===== src/rtl/mux421_pkg.sv =====
// rtl/mux421_pkg.sv - shared constants and state encoding for the 4:1 mux select arbiter
package mux421_pkg;

    localparam int NUM_REQ = 4;
    localparam int SEL_W   = 2;

    typedef enum logic {
        ST_IDLE  = 1'b0,
        ST_GRANT = 1'b1
    } state_t;

endpackage


===== src/rtl/rr_pick4.sv =====
// rtl/rr_pick4.sv - combinational round-robin pick of the first request after last
module rr_pick4
    import mux421_pkg::*;
(
    input  logic [NUM_REQ-1:0] req,
    input  logic [SEL_W-1:0]   last,
    output logic               found,
    output logic [SEL_W-1:0]   idx
);

    logic [SEL_W-1:0] cand;

    // k = 4 lands back on last itself, so the previous owner is searched last
    always_comb begin
        found = 1'b0;
        idx   = last;
        cand  = last;
        for (int k = 1; k <= NUM_REQ; k++) begin
            cand = last + SEL_W'(k);
            if (!found && req[cand]) begin
                found = 1'b1;
                idx   = cand;
            end
        end
    end

endmodule


===== src/rtl/mux421_arbiter.sv =====
// rtl/mux421_arbiter.sv - round-robin arbiter with hold limit driving the 4:1 mux select
module mux421_arbiter
    import mux421_pkg::*;
#(
    parameter int MAX_HOLD = 8
) (
    input  logic               clk,
    input  logic               rst,
    input  logic [NUM_REQ-1:0] req,
    output logic [NUM_REQ-1:0] gnt,
    output logic [SEL_W-1:0]   sel,
    output logic               busy,
    output logic               preempt
);

    localparam int                CNT_W    = $clog2(MAX_HOLD + 1);
    localparam logic [CNT_W-1:0]  HOLD_LIM = CNT_W'(MAX_HOLD);

    state_t           state;
    logic [SEL_W-1:0] last;
    logic [CNT_W-1:0] hold_cnt;
    logic             pick_found;
    logic [SEL_W-1:0] pick_idx;

    rr_pick4 u_pick (
        .req   (req),
        .last  (last),
        .found (pick_found),
        .idx   (pick_idx)
    );

    // sel is left alone when going idle so the mux select never glitches
    always_ff @(posedge clk) begin
        if (rst) begin
            state    <= ST_IDLE;
            gnt      <= '0;
            sel      <= '0;
            busy     <= 1'b0;
            preempt  <= 1'b0;
            last     <= SEL_W'(NUM_REQ - 1);
            hold_cnt <= '0;
        end else begin
            preempt <= 1'b0;
            case (state)
                ST_IDLE: begin
                    if (pick_found) begin
                        state    <= ST_GRANT;
                        gnt      <= NUM_REQ'(1) << pick_idx;
                        sel      <= pick_idx;
                        last     <= pick_idx;
                        busy     <= 1'b1;
                        hold_cnt <= CNT_W'(1);
                    end else begin
                        gnt  <= '0;
                        busy <= 1'b0;
                    end
                end
                ST_GRANT: begin
                    if (!req[sel]) begin
                        state    <= ST_IDLE;
                        gnt      <= '0;
                        busy     <= 1'b0;
                        hold_cnt <= '0;
                    end else if (hold_cnt == HOLD_LIM) begin
                        state    <= ST_IDLE;
                        gnt      <= '0;
                        busy     <= 1'b0;
                        preempt  <= 1'b1;
                        hold_cnt <= '0;
                    end else begin
                        hold_cnt <= hold_cnt + CNT_W'(1);
                    end
                end
                default: begin
                    state <= ST_IDLE;
                    gnt   <= '0;
                    busy  <= 1'b0;
                end
            endcase
        end
    end

endmodule


===== config.mk =====
export PLATFORM = sky130hd
export DESIGN_NAME = mux421_arbiter
export DESIGN_NICKNAME = d
export VERILOG_FILES = /design/src/rtl/mux421_pkg.sv /design/src/rtl/rr_pick4.sv /design/src/rtl/mux421_arbiter.sv
export SDC_FILE = /design/constraint.sdc
export NUM_CORES = 1
export LEC_CHECK = 0
export ABC_AREA = 1
export CAP_MARGIN = 20
export CORE_ASPECT_RATIO = 0.5
export CORE_MARGIN = 10
export CORE_UTILIZATION = 33
export CTS_CLUSTER_SIZE = 24
export DETAILED_ROUTE_END_ITERATION = 10
export MAX_ROUTING_LAYER = met4
export PLACE_DENSITY_LB_ADDON = 0.12
export SYNTH_ARGS = -nofsm -noshare
export SYNTH_HDL_FRONTEND = slang
export SYNTH_SLANG_ARGS = --single-unit

===== constraint.sdc =====
create_clock -name clk -period 1.87 [get_ports clk]
set_clock_uncertainty 0.2 [all_clocks]
set_input_delay 0.561 -clock clk [delete_from_list [all_inputs] [get_ports clk]]
set_output_delay 0.561 -clock clk [all_outputs]
set_load 0.03 [all_outputs]

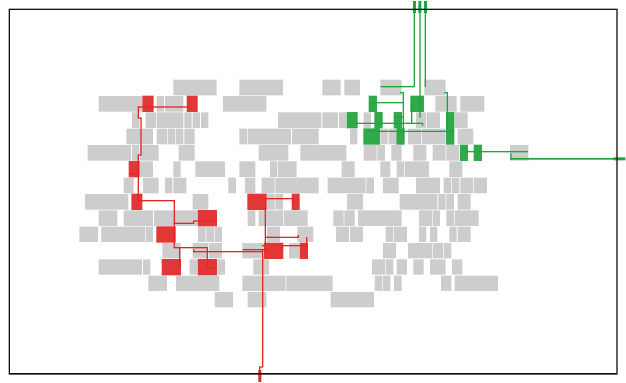
(images/port_nets.png)
(6 px per um)
Key: red = rst [bits 1, direction input, end cells 12, wire 126 um]; green = req [bits 4, direction input, end cells 11, wire 130 um]

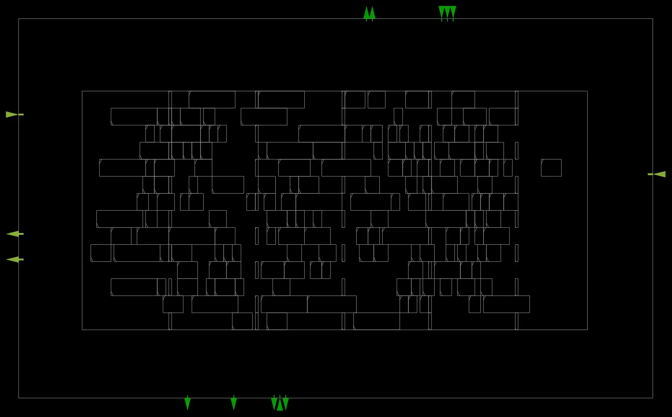
(images/final_placement.png)
core footprint: 3070 um^2
num sequential: 15
post-layout util: 45.8%

==> summary.txt <==
Synthesis and PnR results.

- The power in sequential cells is 0.521 mW.
- The number of vias per cell after detailed routing is 4.54.
- The category of cells accounting for the largest share of critical-path delay reads simple AND/OR/NAND/NOR gates.
- The worst min-delay path class is reg -> reg.
- Per the cell usage report, the commonest logic cell in the layout is sky130_fd_sc_hd__nand2_1.
- CTS saw 15 sinks.
- The final layout net count is 181.
- The tally of buffers added on design ports reads 13.
- The script computed the net switching share of total power as 52.2%.
- The total overflow left after global routing is 0.
- Per the power-grid run, VDD falls by no more than 0.975 mV.
- The worst hold path cell count reads 1.
- Before any placement, the netlist area is recorded as 1080 um^2.
- The power dissipated by switching net loads is 1.35 mW.
- The final count of pins violating max slew reads 0.
- The number of well-tap cells placed is 40.
- The number of hold-repair buffers added at the cts stage reads 0.
- The inverter count is 16.
- The global placer's final weighted congestion is 0.766.
- The number of logic gates reads 114.
- The largest family of logic cells by area is simple AND/OR/NAND/NOR gates.
- The total of flip-flops plus latches after synthesis reads 15.
- The standard-cell row count reads 14.
- The critical path runs through a total of 11 cells.
- The per-cell routed wire length reads 11.6 um.
- The most critical setup path has its startpoint at req[2].
- Adding up every negative setup slack in the final design gives 0 ns.
- The worst setup path is launched from an input port.
- The power per cell area reads 1840 nW/um^2.
- The total wire length reads 2.45 mm.
- The fraction of post-synthesis cell area in the top cell type by area reads 27.7%.
- The final hold violation count is 0.
- The buffer count excluding the clock tree in the final layout reads 23.
- Traced cell by cell, the critical path runs through clkdlybuf4s15_1, nand2_1, nand2_2, nand2_4, nand2_8, nor2_8, nand3_4, nand2_8, inv_2, o21ai_2, nor2_1.
- The total clock buffers created by CTS reads 3.
- The clock tree buffer depth is 2.
- The global-route wire length before repair is 4.17 mm.
- The die width reads 101 um.
- Per report_power, the Combinational row totals 1.80 mW.
- The fraction of layout instances using a drive strength above 1 reads 39.5%.
- The flow ran to the end, and the final reports show no timing, DRC or antenna violations.
- Looking at the group totals, the largest power group turns out to be combinational logic.
- The total chip power is 2.58 mW.
- The top cell types in the final layout, fill and taps aside, are sky130_fd_sc_hd__nand2_1, sky130_fd_sc_hd__nand2_2, sky130_fd_sc_hd__dfxtp_1.
- The yosys stat cell total reads 148.
- Internal power comes to 1.23 mW.
- Multi-input gates account for 52.1% of the area.
- Sequential cells were found to cover 27.7% of the synthesized design area.
- Looking at the area split, the leading class of cells is logic gates.
- The tightest hold path in the finished design has a slack of 0.269 ns.
- The count of warning messages emitted by the tools reads 27.
- The fraction of synthesized area in multiplexers reads 0%.
- The sequential fraction of total cell area is 21.6%.
- The relative slew slack reads 78.8%.
- The final count of negative-setup-slack endpoints is 0.
- The via total after detailed routing reads 963.
- After layout the clock buffers and inverters come to 3.30% of cell area.
- The relative area change from synthesis to final layout reads 29.4%.
- After clock tree synthesis, the setup repair step added 0 buffers.
- The startpoint of the worst hold path reads busy$_SDFFE_PP0P_.
-- what timing repair did --
action / in CTS / in global routing
pin swaps: 11 / 12
setup endpoints to repair: 20 / 13
gates resized: 17 / 16
-- layer usage --
layer	track usage (%)	part of all wire (%)
met3	2.83	3.1
met4	2.56	0.45
met1	11.0	52
met5	-	0
met2	13.3	45
-- Yosys cell counts, drive strengths merged --
cell,n
nand2,63
inv,16
dfxtp,15
nand3,14
nor2,12
a21oi,9
o21ai,5
buf,3
o211ai,3
ha,2
xor2,2
nand4,1
nor3,1
o21a,1
o21bai,1
Power is estimated from default activity; no workload was simulated.
